run_1/density.png
(3 px per um) The die is cut into 12 by 12 equal tiles; black is low, pale yellow is high, 0 to 100% covered.
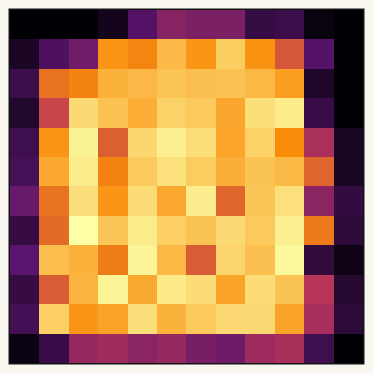
run_1/metal_stack.png
(2 px per um)
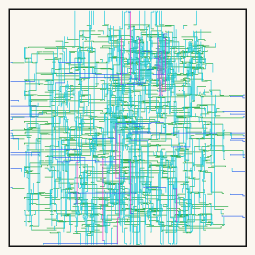
run_1/cell_classes.png
(2 px per um)
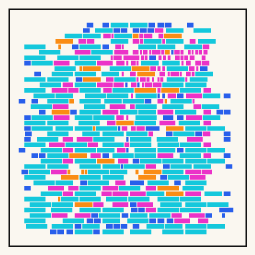
--- src/rtl/output_reg_tx.sv ---
// output_reg_tx: FIFO-buffered word transmitter that presents data_out, then a registered srdyo strobe.
// Define OUTPUT_REG_TX_PARITY_EN to add the data_par output (XOR reduction of data_out).
module output_reg_tx #(
  parameter int DATA_W    = 32,
  parameter int ADDR_W    = 2,
  parameter int SETUP_CYC = 1,
  parameter int HIGH_CYC  = 2,
  parameter int HOLD_CYC  = 1
) (
  input  logic              clk,
  input  logic              GlobalReset,
  input  logic [DATA_W-1:0] din,
  input  logic              din_valid,
  output logic              din_ready,
  output logic [DATA_W-1:0] data_out,
  output logic              srdyo,
  output logic              busy,
  output logic [ADDR_W:0]   fifo_level
`ifdef OUTPUT_REG_TX_PARITY_EN
  ,
  output logic              data_par
`endif
);
  localparam logic [1:0] IDLE = 2'd0, SETUP = 2'd1, STROBE = 2'd2, HOLD = 2'd3;
  localparam int DEPTH = 1 << ADDR_W;
  localparam logic [7:0] SETUP_M1 = 8'(SETUP_CYC - 1);
  localparam logic [7:0] HIGH_M1  = 8'(HIGH_CYC - 1);
  localparam logic [7:0] HOLD_M1  = 8'(HOLD_CYC - 1);
  if (SETUP_CYC < 1 || SETUP_CYC > 255 || HIGH_CYC < 1 || HIGH_CYC > 255 ||
      HOLD_CYC < 1 || HOLD_CYC > 255) begin : g_bad_param
    $error("output_reg_tx: SETUP_CYC, HIGH_CYC and HOLD_CYC must be in 1..255");
  end
  logic [DATA_W-1:0] mem_q [DEPTH];
  logic [ADDR_W-1:0] wr_q, rd_q;
  logic [ADDR_W:0]   lvl_q;
  logic [1:0]        st_q, st_d;
  logic [7:0]        cnt_q, cnt_d;
  logic [DATA_W-1:0] dout_q;
  logic              srdyo_q, rdy_q, push, load, done;
  // rdy_q keeps din_ready low during reset and for nothing else
  assign din_ready  = rdy_q && (lvl_q != (ADDR_W+1)'(DEPTH));
  assign push       = din_valid && din_ready;
  assign done       = cnt_q == 8'd0;
  assign load       = (lvl_q != '0) && (st_q == IDLE || (st_q == HOLD && done));
  assign data_out   = dout_q;
  assign srdyo      = srdyo_q;
  assign busy       = (st_q != IDLE) || (lvl_q != '0);
  assign fifo_level = lvl_q;
  always_comb begin
    st_d  = st_q;
    cnt_d = done ? cnt_q : cnt_q - 8'd1;
    if (load) begin
      st_d  = SETUP;
      cnt_d = SETUP_M1;
    end else if (done) begin
      st_d  = st_q == SETUP ? STROBE : st_q == STROBE ? HOLD : IDLE;
      cnt_d = st_q == SETUP ? HIGH_M1 : st_q == STROBE ? HOLD_M1 : 8'd0;
    end
  end
  always_ff @(posedge clk)
    if (push) mem_q[wr_q] <= din;
`ifdef OUTPUT_REG_TX_PARITY_EN
  logic par_q;
  assign data_par = par_q;
`endif
  always_ff @(posedge clk or negedge GlobalReset) begin
    if (!GlobalReset) begin
      rdy_q   <= 1'b0;
      st_q    <= IDLE;
      cnt_q   <= 8'd0;
      srdyo_q <= 1'b0;
      wr_q    <= '0;
      rd_q    <= '0;
      lvl_q   <= '0;
      dout_q  <= '0;
`ifdef OUTPUT_REG_TX_PARITY_EN
      par_q   <= 1'b0;
`endif
    end else begin
      rdy_q   <= 1'b1;
      st_q    <= st_d;
      cnt_q   <= cnt_d;
      srdyo_q <= st_d == STROBE;
      lvl_q   <= lvl_q + (ADDR_W+1)'(push) - (ADDR_W+1)'(load);
      if (push) wr_q <= wr_q + ADDR_W'(1);
      if (load) begin
        rd_q   <= rd_q + ADDR_W'(1);
        dout_q <= mem_q[rd_q];
`ifdef OUTPUT_REG_TX_PARITY_EN
        par_q  <= ^mem_q[rd_q];
`endif
      end
    end
  end
endmodule

--- config.mk ---
export PLATFORM = sky130hd
export DESIGN_NAME = output_reg_tx
export DESIGN_NICKNAME = d
export VERILOG_FILES = /design/src/rtl/output_reg_tx.sv
export SDC_FILE = /design/constraint.sdc
export NUM_CORES = 1
export LEC_CHECK = 0
export ABC_CLOCK_PERIOD_IN_PS = 6440
export CAP_MARGIN = 20
export CORE_MARGIN = 4
export CORE_UTILIZATION = 58
export CTS_CLUSTER_SIZE = 25
export DETAILED_ROUTE_END_ITERATION = 7
export GPL_TIMING_DRIVEN = 0
export PLACE_DENSITY = 0.92
export SETUP_SLACK_MARGIN = 0.05
export SYNTH_ARGS = -nofsm -noshare
export SYNTH_HDL_FRONTEND = slang
export SYNTH_SLANG_ARGS = --single-unit
--- constraint.sdc ---
create_clock -name clk -period 6.44 [get_ports clk]
set_input_delay 0.644 -clock clk [delete_from_list [all_inputs] [get_ports clk]]
set_output_delay 0.644 -clock clk [all_outputs]
set_load 0.005 [all_outputs]
==> impl_metrics.py, run 1 <==
# Flow results
metrics = {
    "final_timing": {
        "clock-skew-final_ns": 0.0119,
        "layout_worst_path_cycle_share_pct": 51.4,
        "fmax_ghz": 0.302,
        "finalHoldWorstSlack_ns": 0.239,
    },
    "synthesis": {
        "number_of_flops_mapped_to_enable_cells_by_yosys": 128,
        "ff_type": "sky130_fd_sc_hd__edfxtp_1",
        "ys_seq_elements": 179,
        "syn-instance-count": 341,
        "yosys.area.top_type": "sky130_fd_sc_hd__edfxtp_1",
    },
    "setup_path": {
        "critPathMaxFanout": 10,
        "crit_path_start": "cnt_q[0]",
        "setup.worst_path.end": "fifo_level[2]",
    },
    "status": {
        "run_status": "finished clean",
    },
    "floorplan": {
        "die_width_um": 118,
    },
    "job": {
        "maxCapViolations": 0,
    },
    "clock_network": {
        "tritoncts": "yes",
    },
    "finish": {
        "layout.cells.largest_class": "sequential cells",
    },
    "pwr": {
        "static-leakage-power_nw": 3.03,
    },
    "routing": {
        "detail_route.first_pass.iterations": 5,
        "wirelength_routed_um": 13200,
    },
    "global_route": {
        "grt_antenna_before_repair": 0,
    },
}
Back to the opening pictures, density.png:
The mean over all tiles is 60%. The fullest tile reaches 100%. 51% of the tiles are over 75% full. The densest ninth of the die: centre. 5.6% of the tiles are nearly empty.
Final Util: 72.8%
pre-placement core utilization: 60.1%

Back to the opening pictures, metal_stack.png:
Key: met1 = green [wire length 5,230 um]; met4 = magenta [wire length 346 um]; met2 = cyan [wire length 7,010 um]; met3 = blue [wire length 567 um]

Back to the opening pictures, cell_classes.png:
Key: all other logic = magenta [cells 149, share of their area 21%]; flip-flops = cyan [cells 179, share of their area 62%]; other buffers and delay cells = blue [cells 86, share of their area 10%]; clock drivers and dummy loads = orange [cells 31, share of their area 6.6%]
final instance area: 8450 um2
Rows: 39

[run 1: report_power, final]
part | total (mW) | internal, mW | switching [mW] | leakage, nW
Clock | 0.972 | 0.565 | 0.407 | 0.267
Combinational | 1.34 | 0.766 | 0.574 | 0.991
Sequential | 1.65 | 1.50 | 0.157 | 1.77
[run 1: logic make-up after synthesis]
kind of cell    count (synthesis)  synth area share (%)
compound gates                 23                  2.08
xor+xnor                        6                 0.753
simple gates                   27                  2.33
other cells                     1                0.0537
fa+ha+maj                      13                  2.44
flops                         179                  73.3
buf+inv                        27                  2.28
mux                            65                  16.7
[run 1: sequential cells by signal, summed over array words and instances (netlist names)]
signal	count
mem_q	128
fifo_level	3
rdy_q	1
st_q	2
cnt_q	8
srdyo	1
wr_q	2
data_out	32
rd_q	2
--- run 2 (diff from run 1) ---
--- a/config.mk
+++ b/config.mk
@@ -5,14 +5,14 @@
 export SDC_FILE = /design/constraint.sdc
 export NUM_CORES = 1
 export LEC_CHECK = 0
-export ABC_CLOCK_PERIOD_IN_PS = 6440
+export ABC_CLOCK_PERIOD_IN_PS = 2710
 export CAP_MARGIN = 20
 export CORE_MARGIN = 4
-export CORE_UTILIZATION = 58
+export CORE_UTILIZATION = 51
 export CTS_CLUSTER_SIZE = 25
 export DETAILED_ROUTE_END_ITERATION = 7
 export GPL_TIMING_DRIVEN = 0
-export PLACE_DENSITY = 0.92
+export PLACE_DENSITY = 0.87
 export SETUP_SLACK_MARGIN = 0.05
 export SYNTH_ARGS = -nofsm -noshare
 export SYNTH_HDL_FRONTEND = slang
==> constraint.sdc (replaced) <==
create_clock -name clk -period 2.71 [get_ports clk]
set_input_delay 0.271 -clock clk [delete_from_list [all_inputs] [get_ports clk]]
set_output_delay 0.271 -clock clk [all_outputs]
set_load 0.005 [all_outputs]
run_2/final_clocks.png
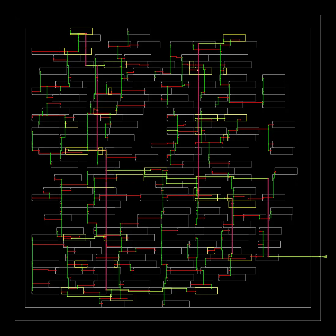
Layout clock buffers: 21
flop count: 179
power in the clock group: 2.56 mW
TritonCTS Buffers: 17

==> run 2 against run 1 <==
Effect of this change:
- fmax up 24%
- utilization decreased by 7.2 points
- first-iteration DRC count up 17%
- non-clock buffer count up 19
- critical path type unchanged
- clock-buffer cell count rose by 1
- global-route usage fell by 2.5 points
- largest power group unchanged
- worst hold slack better by 0.087 ns
- highest routed layer unchanged
==> impl_metrics.py, run 2 <==
# Flow results
metrics = {
    "finish": {
        "postLayoutCoreUtil_pct": 65.6,
        "largest_register_ff_count": 128,
        "max_flop_register": "mem_q",
    },
    "setup_path": {
        "critPathMaxFanout": 4,
        "setup.worst_path.end": "fifo_level[2]",
        "crit_path_start": "cnt_q[1]",
    },
    "floorplan": {
        "die_width_um": 125,
        "initCoreUtil_pct": 52.3,
    },
    "synthesis": {
        "synthMuxAreaShare_pct": 16.7,
        "ff_type": "sky130_fd_sc_hd__edfxtp_1",
        "number_of_flops_mapped_to_enable_cells_by_yosys": 128,
        "syn-instance-count": 341,
        "synth.cellmix.adderShare_pct": 2.44,
        "simple_gate_area_share_pct": 2.33,
        "ys_seq_elements": 179,
    },
    "job": {
        "maxCapViolations": 0,
    },
    "routing": {
        "wirelength_routed_um": 13800,
    },
    "final_timing": {
        "fmax_ghz": 0.376,
        "finalHoldWorstSlack_ns": 0.326,
    },
    "status": {
        "run_status": "finished clean",
    },
    "pwr": {
        "largestPowerGroup": "registers",
        "pwr-share-clk_pct": 25.6,
        "power_internal_mw": 7.17,
        "switching_share_pct": 28.2,
    },
    "global_route": {
        "grt_antenna_before_repair": 0,
    },
}
run_2/pins.png
(3 px per um) Pins as bars across the die edge, other pins in grey.
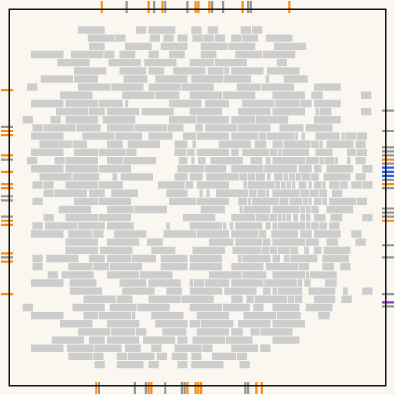
Key: din = orange [pins 32, direction input, edge 12 west, 9 south, 8 north, 3 east]; fifo_level = blue [pins 3, direction output, edge east]; GlobalReset = purple [pins 1, direction input, edge east]
All pins by edge: 22 east, 18 west, 17 south, 16 north.

[run 2: cell count changes in the layout (fill, tap and decap cells not counted), moves of 3 or more]
| cell | delta |
|---|---|
| sky130_fd_sc_hd__buf_4 | +20 |
| sky130_fd_sc_hd__ha_4 | +3 |
| sky130_fd_sc_hd__inv_2 | +4 |
| sky130_fd_sc_hd__ha_1 | -3 |
| sky130_fd_sc_hd__inv_1 | -4 |
[run 2: repair_timing]
item	4_1_cts	5_1_grt
cloned	0	0
hold endpoints to repair	15	0
setup buffers	9	11
endpoints found under the setup margin	2	1
hold buffers	1	0
resized	3	1
pin swaps	2	3
[run 2: stage by stage]
stage | setup WS (ns) | instances
CTS | 0.0863 | 630
floorplan | -0.122 | 341
global placement | -0.309 | 589
global route | -0.0235 | 641
detailed placement | -0.339 | 590
finish | 0.0510 | 641
--- run 3 (diff from run 2) ---
--- a/config.mk
+++ b/config.mk
@@ -11,7 +11,6 @@
 export CORE_UTILIZATION = 51
 export CTS_CLUSTER_SIZE = 25
 export DETAILED_ROUTE_END_ITERATION = 7
-export GPL_TIMING_DRIVEN = 0
 export PLACE_DENSITY = 0.87
 export SETUP_SLACK_MARGIN = 0.05
 export SYNTH_ARGS = -nofsm -noshare
run_3/pins.png
(3 px per um) Pins as bars across the die edge, other pins in grey.
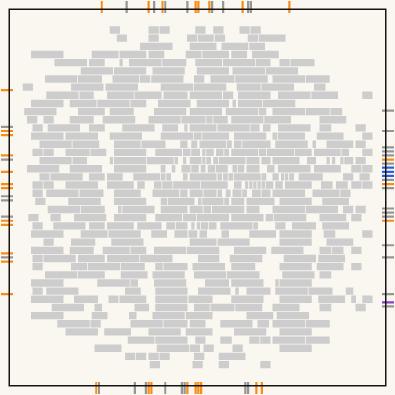
Key: fifo_level = blue [pins 3, direction output, edge east]; din = orange [pins 32, direction input, edge 12 west, 9 south, 8 north, 3 east]; GlobalReset = purple [pins 1, direction input, edge east]

==> run 3 against run 2 <==
Effect of this change:
- final cell count is 1.9% lower
- clock skew is 0.0037 ns higher
- combinational power is 12% lower
- final area is 1.5% lower
- clock-buffer cell count is 7 higher
==> impl_metrics.py, run 3 <==
# Flow results
metrics = {
    "final_timing": {
        "finalHoldWorstSlack_ns": 0.485,
        "postLayoutSetupSlackWorst_ns": 0.0846,
        "totalNegativeSetupSlack_ns": 0,
        "fmax_ghz": 0.381,
        "relSlewSlack_pct": 43.4,
    },
    "setup_path": {
        "critPathKind": "reg2reg",
        "worst-r2r-setup-slack_ns": 0.08,
        "critPathMaxFanout": 5,
        "crit_path_start": "cnt_q[0]",
        "setup.worst_path.end": "fifo_level[2]",
    },
    "job": {
        "openroad.warnings": 35,
        "maxCapViolations": 0,
    },
    "clock_network": {
        "post-cts-setup-buffer-count": 2,
        "cts_buffers": 17,
        "post_cts_hold_buffer_count": 1,
        "tritoncts": "yes",
        "post_cts_resize_count": 0,
    },
    "synthesis": {
        "synthMuxAreaShare_pct": 16.7,
        "number_of_flops_mapped_to_enable_cells_by_yosys": 128,
        "ff_type": "sky130_fd_sc_hd__edfxtp_1",
        "synth.cellmix.adderShare_pct": 2.44,
        "simple_gate_area_share_pct": 2.33,
        "syn-instance-count": 341,
        "syn_area_um2": 6980,
        "ys_seq_elements": 179,
    },
    "finish": {
        "max_flop_register": "mem_q",
        "layout.cells.largest_class": "sequential cells",
        "clockBufferCount": 28,
        "seq_cells": 179,
        "largest_register_ff_count": 128,
        "postLayoutCoreUtil_pct": 64.6,
        "finalNonFillerCells": 629,
    },
    "global_route": {
        "grt_antenna_before_repair": 0,
        "first_pass_grt_wire_length_um": 20400,
    },
    "pwr": {
        "sequentialPower_mw": 4.05,
        "largestPowerGroup": "registers",
        "power_internal_mw": 6.80,
        "switching_share_pct": 27.7,
        "clock_power_mw": 2.27,
        "pwr-share-clk_pct": 24.1,
    },
    "worst_hold_path": {
        "worstHoldPathCells": 1,
    },
    "placed_design": {
        "place_inst": 589,
        "port_buffers": 72,
        "minimum_setup_slack_after_placement_ns": 0.0298,
    },
    "routing": {
        "drcViolationCount": 0,
        "wirelength_routed_um": 12800,
    },
    "floorplan": {
        "initCoreUtil_pct": 52.3,
        "chipArea_um2": 15600,
        "die_width_um": 125,
    },
    "status": {
        "run_status": "finished clean",
    },
}
run_3/density.png
(3 px per um) The die is cut into 12 by 12 equal tiles; black is low, pale yellow is high, 0 to 100% covered.
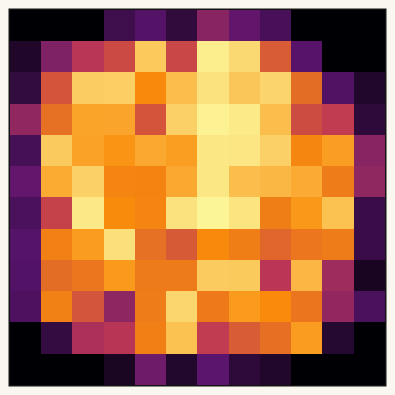
The fullest tile reaches 98%. 11% of the tiles are nearly empty. 33% of the tiles are over 75% full. The mean over all tiles is 54%. The densest ninth of the die: centre.

[run 3: critical path: stages, from the launching register on]
cell	delay (ns)
sky130_fd_sc_hd__dfrtp_1	0.41
sky130_fd_sc_hd__inv_2	0.11
sky130_fd_sc_hd__ha_4	0.13
sky130_fd_sc_hd__or3b_4	0.40
sky130_fd_sc_hd__o31a_1	0.36
sky130_fd_sc_hd__clkinv_4	0.08
sky130_fd_sc_hd__ha_4	0.20
sky130_fd_sc_hd__inv_4	0.05
sky130_fd_sc_hd__ha_4	0.11
sky130_fd_sc_hd__inv_2	0.03
sky130_fd_sc_hd__fa_2	0.35
sky130_fd_sc_hd__xnor2_2	0.15
sky130_fd_sc_hd__xnor2_1	0.12
Power and IR drop assume default switching activity.
